Run 1, ports around the boundary:
Pins as bars across the die edge, other pins in gray.
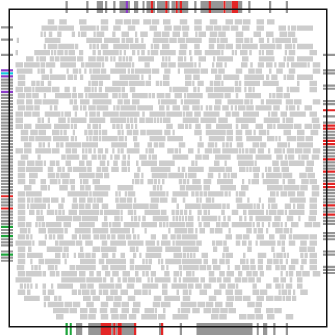
Run 1, clock routing:
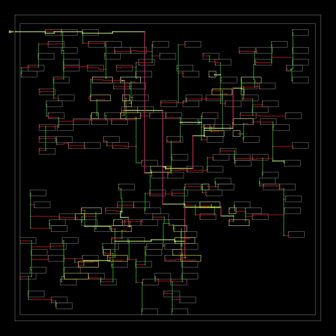
Run 1, sequential cells grouped by signal name:
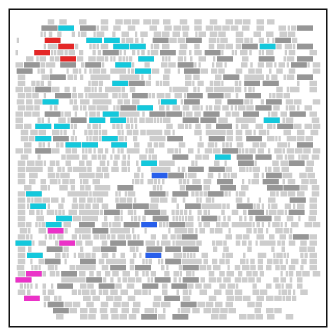
## config.mk

```make
export PLATFORM = sky130hd
export DESIGN_NAME = mem_access
export DESIGN_NICKNAME = d
export VERILOG_FILES = /design/src/rtl/mem_access.sv
export SDC_FILE = /design/constraint.sdc
export NUM_CORES = 1
export LEC_CHECK = 0
export CORE_MARGIN = 2
export CORE_UTILIZATION = 50
export CTS_CLUSTER_SIZE = 8
export DETAILED_ROUTE_END_ITERATION = 8
export PLACE_DENSITY_LB_ADDON = 0.08
export SETUP_SLACK_MARGIN = 0.02
export SYNTH_ARGS = -nofsm -noshare
export SYNTH_HDL_FRONTEND = slang
export SYNTH_SLANG_ARGS = --single-unit
```

## constraint.sdc

```tcl
create_clock -name clk -period 3.2 [get_ports clk]
set_input_delay 0.64 -clock clk [delete_from_list [all_inputs] [get_ports clk]]
set_output_delay 0.64 -clock clk [all_outputs]
set_load 0.03 [all_outputs]
```

## src/rtl/mem_access.sv

```systemverilog
// mem_access: memory pipeline stage with a req/ack data-memory handshake and a timeout.
// Ports: execute-side inputs, dmem_* request/response, writeback outputs, stall_in/flush_in/stall_out.
module mem_access #(
  parameter int ADDR_W  = 32,
  parameter int DATA_W  = 32,
  parameter int RADDR_W = 5,
  parameter int EX_W    = 4,
  parameter int TIMEOUT = 15
) (
  input  logic               clk,
  input  logic               reset,
  input  logic               pipeline_in_valid,
  input  logic [4:0]         opcode_in,
  input  logic [2:0]         funct_in,
  input  logic               nop_instr_in,
  input  logic [EX_W-1:0]    exception_in,
  input  logic               exception_in_valid,
  input  logic [DATA_W-1:0]  result_in,
  input  logic [ADDR_W-1:0]  addr_in,
  input  logic [RADDR_W-1:0] rd_addr_in,
  input  logic               stall_in,
  input  logic               flush_in,
  output logic               stall_out,
  output logic               dmem_req,
  output logic               dmem_we,
  output logic [ADDR_W-1:0]  dmem_addr,
  output logic [DATA_W-1:0]  dmem_wdata,
  output logic [3:0]         dmem_be,
  input  logic               dmem_ack,
  input  logic [DATA_W-1:0]  dmem_rdata,
  output logic               pipeline_out_valid,
  output logic               wb_en,
  output logic [DATA_W-1:0]  wb_data,
  output logic [RADDR_W-1:0] rd_addr_out,
  output logic [EX_W-1:0]    exception_out,
  output logic               exception_out_valid
);

  localparam logic [4:0] OP_LOAD  = 5'b00000;
  localparam logic [4:0] OP_STORE = 5'b01000;
  localparam logic [4:0] OP_IMM   = 5'b00100;
  localparam logic [4:0] OP_AUIPC = 5'b00101;
  localparam logic [4:0] OP_ARITH = 5'b01100;
  localparam logic [4:0] OP_LUI   = 5'b01101;
  localparam logic [4:0] OP_JALR  = 5'b11001;
  localparam logic [4:0] OP_JAL   = 5'b11011;

  localparam int CNT_W = $clog2(TIMEOUT + 1);
  localparam logic [CNT_W-1:0] CNT_LAST = CNT_W'(TIMEOUT - 1);

  localparam logic [EX_W-1:0] EX_LD_MIS = EX_W'(4);
  localparam logic [EX_W-1:0] EX_LD_FLT = EX_W'(5);
  localparam logic [EX_W-1:0] EX_ST_MIS = EX_W'(6);
  localparam logic [EX_W-1:0] EX_ST_FLT = EX_W'(7);

  typedef enum logic [1:0] {S_IDLE, S_WAIT, S_RESP, S_DRAIN} state_t;
  typedef enum logic [2:0] {O_HOLD, O_CLR, O_PT, O_RES, O_BUF} osel_t;

  state_t r_state, w_next;
  osel_t  w_osel;

  logic               r_req, r_we;
  logic [ADDR_W-1:0]  r_addr;
  logic [DATA_W-1:0]  r_wdata;
  logic [3:0]         r_be;
  logic [CNT_W-1:0]   r_cnt;
  logic               r_ld;
  logic [2:0]         r_f;
  logic [ADDR_W-1:0]  r_a;
  logic [RADDR_W-1:0] r_rd;

  logic               r_ov, r_wben, r_excv;
  logic [DATA_W-1:0]  r_wbd;
  logic [RADDR_W-1:0] r_rdo;
  logic [EX_W-1:0]    r_exc;

  logic               r_bwben, r_bexcv;
  logic [DATA_W-1:0]  r_bd;
  logic [EX_W-1:0]    r_bexc;

  logic w_is_load, w_is_store, w_mem_op, w_mis, w_mis_op, w_start;
  logic w_wb_op, w_timeout, w_done;
  logic w_acc_start, w_acc_end, w_buf_ld;
  logic [ADDR_W-1:0] w_a;
  logic [3:0]        w_be;
  logic [DATA_W-1:0] w_wdata;
  logic [15:0]       w_sh;
  logic [DATA_W-1:0] w_ld;

  logic               w_pt_wben, w_pt_excv;
  logic [EX_W-1:0]    w_pt_exc;
  logic [DATA_W-1:0]  w_pt_data;
  logic               w_res_wben, w_res_excv;
  logic [EX_W-1:0]    w_res_exc;
  logic [DATA_W-1:0]  w_res_data;

  always_comb begin
    w_is_load  = opcode_in == OP_LOAD;
    w_is_store = opcode_in == OP_STORE;
    w_mem_op   = pipeline_in_valid & ~nop_instr_in
               & ~exception_in_valid
               & (w_is_load | w_is_store);
    w_a = w_is_load ? ADDR_W'(result_in) : addr_in;
    w_mis = funct_in[1] ? (w_a[1:0] != 2'b00)
                        : (funct_in[0] & w_a[0]);
    w_mis_op = w_mem_op & w_mis;
    w_start  = w_mem_op & ~w_mis;
    w_wb_op  = opcode_in inside {OP_ARITH, OP_IMM, OP_LUI,
                                 OP_AUIPC, OP_JAL, OP_JALR,
                                 OP_LOAD};
    if (funct_in[1]) begin
      w_be    = 4'b1111;
      w_wdata = result_in;
    end else if (funct_in[0]) begin
      w_be    = 4'b0011 << w_a[1:0];
      w_wdata = {(DATA_W/16){result_in[15:0]}};
    end else begin
      w_be    = 4'b0001 << w_a[1:0];
      w_wdata = {(DATA_W/8){result_in[7:0]}};
    end
  end

  // Pass-through result, including the misaligned-access fault.
  always_comb begin
    w_pt_excv = pipeline_in_valid
              & ((~nop_instr_in & exception_in_valid) | w_mis_op);
    if (w_mis_op)
      w_pt_exc = w_is_load ? EX_LD_MIS : EX_ST_MIS;
    else
      w_pt_exc = w_pt_excv ? exception_in : '0;
    w_pt_wben = pipeline_in_valid & ~nop_instr_in
              & ~exception_in_valid & ~w_mis_op & w_wb_op
              & (rd_addr_in != '0);
    w_pt_data = w_mis_op ? DATA_W'(w_a) : result_in;
  end

  // Completed access result (ack data or timeout fault).
  always_comb begin
    w_sh = 16'(dmem_rdata >> {r_a[1:0], 3'b000});
    if (r_f[1])
      w_ld = dmem_rdata;
    else if (r_f[0])
      w_ld = {{(DATA_W-16){w_sh[15] & ~r_f[2]}}, w_sh};
    else
      w_ld = {{(DATA_W-8){w_sh[7] & ~r_f[2]}}, w_sh[7:0]};
    w_timeout  = ~dmem_ack & (r_cnt == CNT_LAST);
    w_done     = dmem_ack | w_timeout;
    w_res_data = dmem_ack ? (r_ld ? w_ld : '0) : DATA_W'(r_a);
    w_res_excv = ~dmem_ack;
    w_res_exc  = dmem_ack ? '0 : (r_ld ? EX_LD_FLT : EX_ST_FLT);
    w_res_wben = dmem_ack & r_ld & (r_rd != '0);
  end

  always_comb begin
    w_next      = r_state;
    w_osel      = O_HOLD;
    w_acc_start = 1'b0;
    w_acc_end   = 1'b0;
    w_buf_ld    = 1'b0;
    unique case (r_state)
      S_IDLE: begin
        if (flush_in) begin
          w_osel = O_CLR;
        end else if (!stall_in) begin
          if (w_start) begin
            w_next      = S_WAIT;
            w_osel      = O_CLR;
            w_acc_start = 1'b1;
          end else begin
            w_osel = O_PT;
          end
        end
      end
      S_WAIT: begin
        w_acc_end = w_done;
        if (flush_in) begin
          w_next = w_done ? S_IDLE : S_DRAIN;
        end else if (w_done) begin
          if (stall_in) begin
            w_next   = S_RESP;
            w_buf_ld = 1'b1;
          end else begin
            w_next = S_IDLE;
            w_osel = O_RES;
          end
        end
      end
      S_RESP: begin
        if (flush_in) begin
          w_next = S_IDLE;
        end else if (!stall_in) begin
          w_next = S_IDLE;
          w_osel = O_BUF;
        end
      end
      S_DRAIN: begin
        if (w_done) begin
          w_next    = S_IDLE;
          w_acc_end = 1'b1;
        end
      end
      default: w_next = S_IDLE;
    endcase
  end

  always_ff @(posedge clk) begin
    if (reset) begin
      r_state <= S_IDLE;
      r_req   <= 1'b0;
      r_we    <= 1'b0;
      r_addr  <= '0;
      r_wdata <= '0;
      r_be    <= '0;
      r_cnt   <= '0;
      r_ld    <= 1'b0;
      r_f     <= '0;
      r_a     <= '0;
      r_rd    <= '0;
      r_ov    <= 1'b0;
      r_wben  <= 1'b0;
      r_excv  <= 1'b0;
      r_wbd   <= '0;
      r_rdo   <= '0;
      r_exc   <= '0;
      r_bwben <= 1'b0;
      r_bexcv <= 1'b0;
      r_bd    <= '0;
      r_bexc  <= '0;
    end else begin
      r_state <= w_next;
      if (w_acc_start) begin
        r_req   <= 1'b1;
        r_we    <= w_is_store;
        r_addr  <= {w_a[ADDR_W-1:2], 2'b00};
        r_be    <= w_be;
        r_wdata <= w_wdata;
        r_cnt   <= '0;
        r_ld    <= w_is_load;
        r_f     <= funct_in;
        r_a     <= w_a;
        r_rd    <= rd_addr_in;
      end else if (w_acc_end) begin
        r_req <= 1'b0;
        r_we  <= 1'b0;
      end else if (r_req) begin
        r_cnt <= r_cnt + 1'b1;
      end
      if (w_buf_ld) begin
        r_bwben <= w_res_wben;
        r_bexcv <= w_res_excv;
        r_bexc  <= w_res_exc;
        r_bd    <= w_res_data;
      end
      unique case (w_osel)
        O_CLR: begin
          r_ov   <= 1'b0;
          r_wben <= 1'b0;
          r_excv <= 1'b0;
          r_exc  <= '0;
        end
        O_PT: begin
          r_ov   <= pipeline_in_valid;
          r_wben <= w_pt_wben;
          r_excv <= w_pt_excv;
          r_exc  <= w_pt_exc;
          r_wbd  <= w_pt_data;
          r_rdo  <= rd_addr_in;
        end
        O_RES: begin
          r_ov   <= 1'b1;
          r_wben <= w_res_wben;
          r_excv <= w_res_excv;
          r_exc  <= w_res_exc;
          r_wbd  <= w_res_data;
          r_rdo  <= r_rd;
        end
        O_BUF: begin
          r_ov   <= 1'b1;
          r_wben <= r_bwben;
          r_excv <= r_bexcv;
          r_exc  <= r_bexc;
          r_wbd  <= r_bd;
          r_rdo  <= r_rd;
        end
        default: ;
      endcase
    end
  end

  assign stall_out = (r_state == S_IDLE && w_start)
                   | (r_state == S_WAIT && !w_done)
                   | (r_state == S_RESP)
                   | (r_state == S_DRAIN);

  assign dmem_req            = r_req;
  assign dmem_we             = r_we;
  assign dmem_addr           = r_addr;
  assign dmem_wdata          = r_wdata;
  assign dmem_be             = r_be;
  assign pipeline_out_valid  = r_ov;
  assign wb_en               = r_wben;
  assign wb_data             = r_wbd;
  assign rd_addr_out         = r_rdo;
  assign exception_out       = r_exc;
  assign exception_out_valid = r_excv;

endmodule

```

==> results.cfg, run 1 <==
; synthesis and place-and-route metrics
[outcome]
run_status = finished, final reports clean

[drt]
topRoutingLayerUsed = met4
wirelength_met1_mm = 13.9
vias_per_instance = 6.24
detailroute.via_count = 9811
drt-wirelength-per-cell_um = 21.6
met2RoutedLength_mm = 15.5

[clocking]
tritoncts.num_buffers = 17
cts-root-to-sink-buffers = 2
cts-hold-fix-buffers = 0
postCtsSetupRepairBufs = 0
cts_root_buffer = sky130_fd_sc_hd__clkbuf_16
htree_num_levels = 4

[cells_and_area]
drive_gt1_share_pct = 10.3
logic_gate_count = 809
antenna_cells = 0
layout.filler_cells = 1546
post-route-util_pct = 68.8
final_layout_top_logic_cell = sky130_fd_sc_hd__clkdlybuf4s50_1
ff_latch_area_um2 = 3280
stdcell_count = 1573

[logic_synthesis]
edf_count = 0
synthesis.instances = 1157
number_of_unique_standard_cell_types_used_by_synthesis = 76
synth-compound-area-share_pct = 28.0
yosys_most_used_dff = sky130_fd_sc_hd__dfxtp_1
synth_top_cell_by_area = sky130_fd_sc_hd__dfxtp_1
synth_async_sr_flop_share_pct = 0
netlist.area_leader.share_pct = 35.5

[critical_path]
critPathArrivalTime_ns = 2.45
worst_path_dominant_cell_family = simple AND/OR/NAND/NOR gates
timing.critical_path.to = stall_out
worst_setup_path_startpoint = opcode_in[2]
critical_path_required_ns = 2.56
path_max_fanout = 4
critical_path_class = in -> out
cpMaxStageDelayCell = sky130_fd_sc_hd__or4_4
cpPeakStageDelay_ns = 0.60
setup.worst_path.end_class = primary output
worstSetupPathDepth = 7
path_buffers = 2

[placed_design]
hpwl_mm = 24.2
gp_congestion = 0.955
post_dp_cell_area_um2 = 11800

[pwr]
totalPowerFinal_uw = 4830
irDropWorstVdd_mv = 0.368
cellPowerDensity_nw_per_um2 = 389

[worst_hold_path]
worst_hold_path_depth = 2
hold_path_end = dmem_wdata[25]

[die]
chip_footprint_um2 = 19600
placement_rows = 49
n_tap_cell = 229

[grt]
global_route_wire_length_before_repair_mm = 52.0
grt_antenna_before_repair = 0
grt_util_met2_pct = 52.6

[timing]
period_needed_ns = 3.09
setup_repair_after_global_routing_missed_its_margin = no
setup_tns_ns = 0

[run]
max_cap_viol_count = 0
-- 'ports around the boundary' (at the start) --
Key: `exception_out` = purple [pins 4, direction output, edge 3 west, 1 north]; `rd_addr_out` = green [pins 5, direction output, edge 3 west, 2 south]; `exception_out_valid` = cyan [pins 1, direction output, edge west]; `addr_in` = red [pins 32, direction input, edge 11 east, 10 south, 9 north, 2 west]
All pins by edge: 65 west, 63 south, 57 north, 51 east.
die width: 140 um
Port Buf Inserts: 233

-- 'clock routing' (at the start) --
largest clock skew in the final design: 0.0133 ns
number of clock sinks: 164
sequential cell count of the final layout: 164

-- 'sequential cells grouped by signal name' (at the start) --
Key: `r_rd` = magenta [flops 5, where south-west]; `r_cnt` = red [flops 4, where north-west]; `r_f` = blue [flops 3]; `dmem_wdata` = cyan [flops 32]
Another 120 sequential cells are not colored.

[run 1: sequential cells by signal, summed over array words and instances (netlist names), 5 cells and up]
signal,cells
dmem_wdata,32
r_a,32
r_bd,32
wb_data,32
r_rd,5
rd_addr_out,5
[run 1: cells in the mapped netlist, types with 3 or more instances]
master and n:
sky130_fd_sc_hd__nor2b_1 9, sky130_fd_sc_hd__a21oi_1 84, sky130_fd_sc_hd__clkbuf_1 77, sky130_fd_sc_hd__a211oi_1 59, sky130_fd_sc_hd__nand2b_1 7, sky130_fd_sc_hd__o31ai_1 6, sky130_fd_sc_hd__a22oi_1 3, sky130_fd_sc_hd__and2_1 4
sky130_fd_sc_hd__nand3b_1 10, sky130_fd_sc_hd__a32oi_1 4, sky130_fd_sc_hd__a22o_1 25, sky130_fd_sc_hd__a221oi_1 43, sky130_fd_sc_hd__buf_2 23, sky130_fd_sc_hd__a31oi_1 20, sky130_fd_sc_hd__dfxtp_1 164, sky130_fd_sc_hd__o211ai_1 10
sky130_fd_sc_hd__nor3_1 30, sky130_fd_sc_hd__or2_2 6, sky130_fd_sc_hd__buf_4 37, sky130_fd_sc_hd__a211oi_2 10, sky130_fd_sc_hd__o21ai_0 24, sky130_fd_sc_hd__mux2i_1 69, sky130_fd_sc_hd__o2111ai_1 4, sky130_fd_sc_hd__nor2_1 132
sky130_fd_sc_hd__nand2_1 137, sky130_fd_sc_hd__buf_1 4, sky130_fd_sc_hd__inv_1 42, sky130_fd_sc_hd__a311oi_1 29, sky130_fd_sc_hd__nand3_1 20, sky130_fd_sc_hd__and3_1 3
[run 1: power breakdown]
| part | internal, uW | switching [uW] | leakage [uW] |
|---|---|---|---|
| combinational | 307 | 369 | 0.00288 |
| sequential | 2070 | 23.3 | 0.00133 |
| clock | 1110 | 947 | 0.000286 |
| total | 3490 | 1340 | 0.00450 |
==> run 1 -> run 2 <==
--- a/config.mk
+++ b/config.mk
@@ -11,6 +11,7 @@
 export DETAILED_ROUTE_END_ITERATION = 8
 export PLACE_DENSITY_LB_ADDON = 0.08
 export SETUP_SLACK_MARGIN = 0.02
+export SLEW_MARGIN = 15
 export SYNTH_ARGS = -nofsm -noshare
 export SYNTH_HDL_FRONTEND = slang
 export SYNTH_SLANG_ARGS = --single-unit
Run 2, sequential cells grouped by signal name:
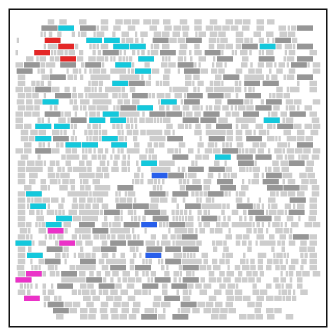
Key: `r_f` = blue [flops 3]; `r_cnt` = red [flops 4, where north-west]; `r_rd` = magenta [flops 5, where south-west]; `dmem_wdata` = cyan [flops 32]
sequential group power: 2100 uW
Core Util, Final: 68.8%
total area of sequential cells: 3280 um2
fraction of standard cell area that is sequential: 26.5%

==> run 2 against run 1 <==
Sequential power hardly changed; cell area stayed put; clock skew stayed put; highest routed layer unchanged; register-to-register slack hardly changed; routed wire length stayed put; core utilization stayed put; global-route usage stayed put; first-iteration DRC count stayed put; critical path depth stayed put; fmax stayed put.
==> results.cfg, run 2 <==
; synthesis and place-and-route metrics
[outcome]
run_status = finished, final reports clean

[die]
die.size.y_um = 140
boundaryPins = 236
die_w_um = 140
chip_footprint_um2 = 19600
placement_rows = 49

[cells_and_area]
layout.cells.most_common_list = 231 x sky130_fd_sc_hd__clkdlybuf4s50_1, 164 x sky130_fd_sc_hd__dfxtp_1, 137 x sky130_fd_sc_hd__nand2_1
final-comb-area_um2 = 5140
area.growth.synth_to_final_pct = 34.3
drive_gt1_share_pct = 10.3
final_layout_top_logic_cell = sky130_fd_sc_hd__clkdlybuf4s50_1
antenna_cells = 0
stdcell_area_um2 = 12400
layout.filler_cells = 1546
nets = 1454

[timing]
max_slew.worst_pin.slew_ns = 0.675
hold-worst-slack_ns = 0.452
finalClockSkew_ns = 0.0133
hold_viol_final = 0
period_needed_ns = 3.09
setup_repair_after_global_routing_missed_its_margin = no
timing.fmax_mhz = 324
slew-limit-headroom_pct = 55.0
setup_viol_count_final = 0
setup_tns_ns = 0

[critical_path]
cpMaxStageDelayCell = sky130_fd_sc_hd__or4_4
path_max_fanout = 4
setup.worst_path.end_class = primary output
cpPeakStageDelay_ns = 0.60
critical_path_class = in -> out
path_buffers = 2
critical_path_required_ns = 2.56
crit_chain = clkdlybuf4s50_1 -> or4_4 -> o21ai_2 -> nand2_2 -> o21ai_4 -> o21ai_0 -> buf_4
critPathArrivalTime_ns = 2.45
worst_path_dominant_cell_family = simple AND/OR/NAND/NOR gates
startpoint_type = input port

[drt]
detailroute.via_count = 9811
drt.antenna.violating_nets = 0
drt-initial-drc-count = 932
drcViolationCount = 0
drt-wirelength-per-cell_um = 21.6
drt_first_pass_iters = 8
vias_per_instance = 6.24

[pwr]
netSwitchingPower_uw = 1340
share_clk_of_total_power_pct = 42.6
cellPowerDensity_nw_per_um2 = 389
power.share.combinational_pct = 14.0
seq_power_share_pct = 43.4
internal_power_uw = 3490
static-leakage-power_uw = 0.00450
power_switching_share_pct = 27.7
irDropWorstVdd_mv = 0.368

[logic_synthesis]
post_synth_instance_area_um2 = 9240
most_common_cell = sky130_fd_sc_hd__dfxtp_1
synth_top_cell_by_area = sky130_fd_sc_hd__dfxtp_1
edf_count = 0
topCellsByArea = sky130_fd_sc_hd__dfxtp_1 36%, sky130_fd_sc_hd__mux2i_1 7.5%, sky130_fd_sc_hd__nand2_1 5.6%, sky130_fd_sc_hd__nor2_1 5.4%, sky130_fd_sc_hd__a211oi_1 4.8%
number_of_unique_standard_cell_types_used_by_synthesis = 76
synth_async_sr_flop_share_pct = 0
yosys_most_used_dff = sky130_fd_sc_hd__dfxtp_1
synth_flops = 164
synthesis.instances = 1157
ys_seq_share_pct = 35.5
netlist.area_leader.share_pct = 35.5
synth_warnings = 0
netlist_top_cells_count = 164 x sky130_fd_sc_hd__dfxtp_1, 137 x sky130_fd_sc_hd__nand2_1, 132 x sky130_fd_sc_hd__nor2_1
syn_area_per_cell_um2 = 7.99

[grt]
grt_max_degree = 62
globalRoute.totalOverflow = 0
grt_antenna_before_repair = 0
gr-usage-all-layers_pct = 33.7
global_route_wire_length_before_repair_mm = 52.0

[clocking]
clock_sinks = 164
postCtsSetupRepairBufs = 0
htree_num_levels = 4
tritoncts_clock_tree = done
cts-root-to-sink-buffers = 2
cts_root_buffer = sky130_fd_sc_hd__clkbuf_16
cts-hold-fix-buffers = 0
worstSkewPairLatency_ns = 0.44
cts.clk_slew.worst_paths_ns = 0.07
cts_resized = 0
tritoncts.num_buffers = 17

[run]
count_of_tool_warnings = 27
max_cap_viol_count = 0

[placed_design]
hpwl_mm = 24.2
port_buf_inserts = 233
gp_congestion = 0.955
post_dp_cell_area_um2 = 11800

[worst_hold_path]
hp-class = reg -> reg
## run 2: stage by stage
step | setup slack, ns | cells | total power (uW)
CTS | 0.0907 | 1572 | 4830
detailed placement | 0.0700 | 1540 | 2800
global route | 0.0165 | 1573 | 4970
finish | 0.112 | 1573 | 4830
floorplan | 0.107 | 1158 | 2440
global placement | 0.117 | 1540 | 2800
## run 2: area by class of cell
cell class | count | area share (%)
inverters | 42 | 1.27
well taps | 229 | 2.31
clock inverters | 14 | 1.27
multi-input cells | 809 | 41.4
clock buffers | 18 | 3.46
flip-flops and latches | 164 | 26.5
repair buffers | 297 | 23.8
## run 2: metal layers
layer  share of wire (%)  vias to the layer above  wire [um]  GRT usage [%]
met4                 3.9                        0       1310           15.4
met2                  46                      565      15500           52.6
met3                 9.8                       86       3330           7.38
met5                   0                        -          0              0
li1                    -                     4540          -              -
met1                  41                     4620      13900           44.8
## run 2: cells by family (layout without fill, tap and decap cells)
group,count (synthesis),after routing,synth area share [%]
flip-flops,164,164,35.5
adder cells (fa/ha/maj),2,2,0.271
XOR/XNOR,4,4,0.379
AND-OR/OR-AND,351,351,28.0
AND/OR/NAND/NOR,379,379,18.6
other,1,2,0.0406
buffers and inverters,185,371,9.49
multiplexers,71,71,7.72
## run 2: final timing paths
path	to	cells past startpoint	startpoint	slack, ns
max reg2reg	wb_data[29]	9	r_cnt[0]	0.83
min reg2reg	dmem_wdata[25]	2	dmem_wdata[25]	0.45
max	stall_out	7	opcode_in[2]	0.11
min	dmem_wdata[25]	2	dmem_wdata[25]	0.45
## run 2: power groups by stage
stage / combinational, uW / sequential (uW) / clock, uW
after floorplan: 240 / 2200 / 0
after global placement: 658 / 2140 / 0
after detailed placement: 661 / 2140 / 0
after CTS: 666 / 2100 / 2070
after global routing: 711 / 2100 / 2160
final: 675 / 2100 / 2060
Power figures rest on the tool's default switching activity, not on a simulated workload.
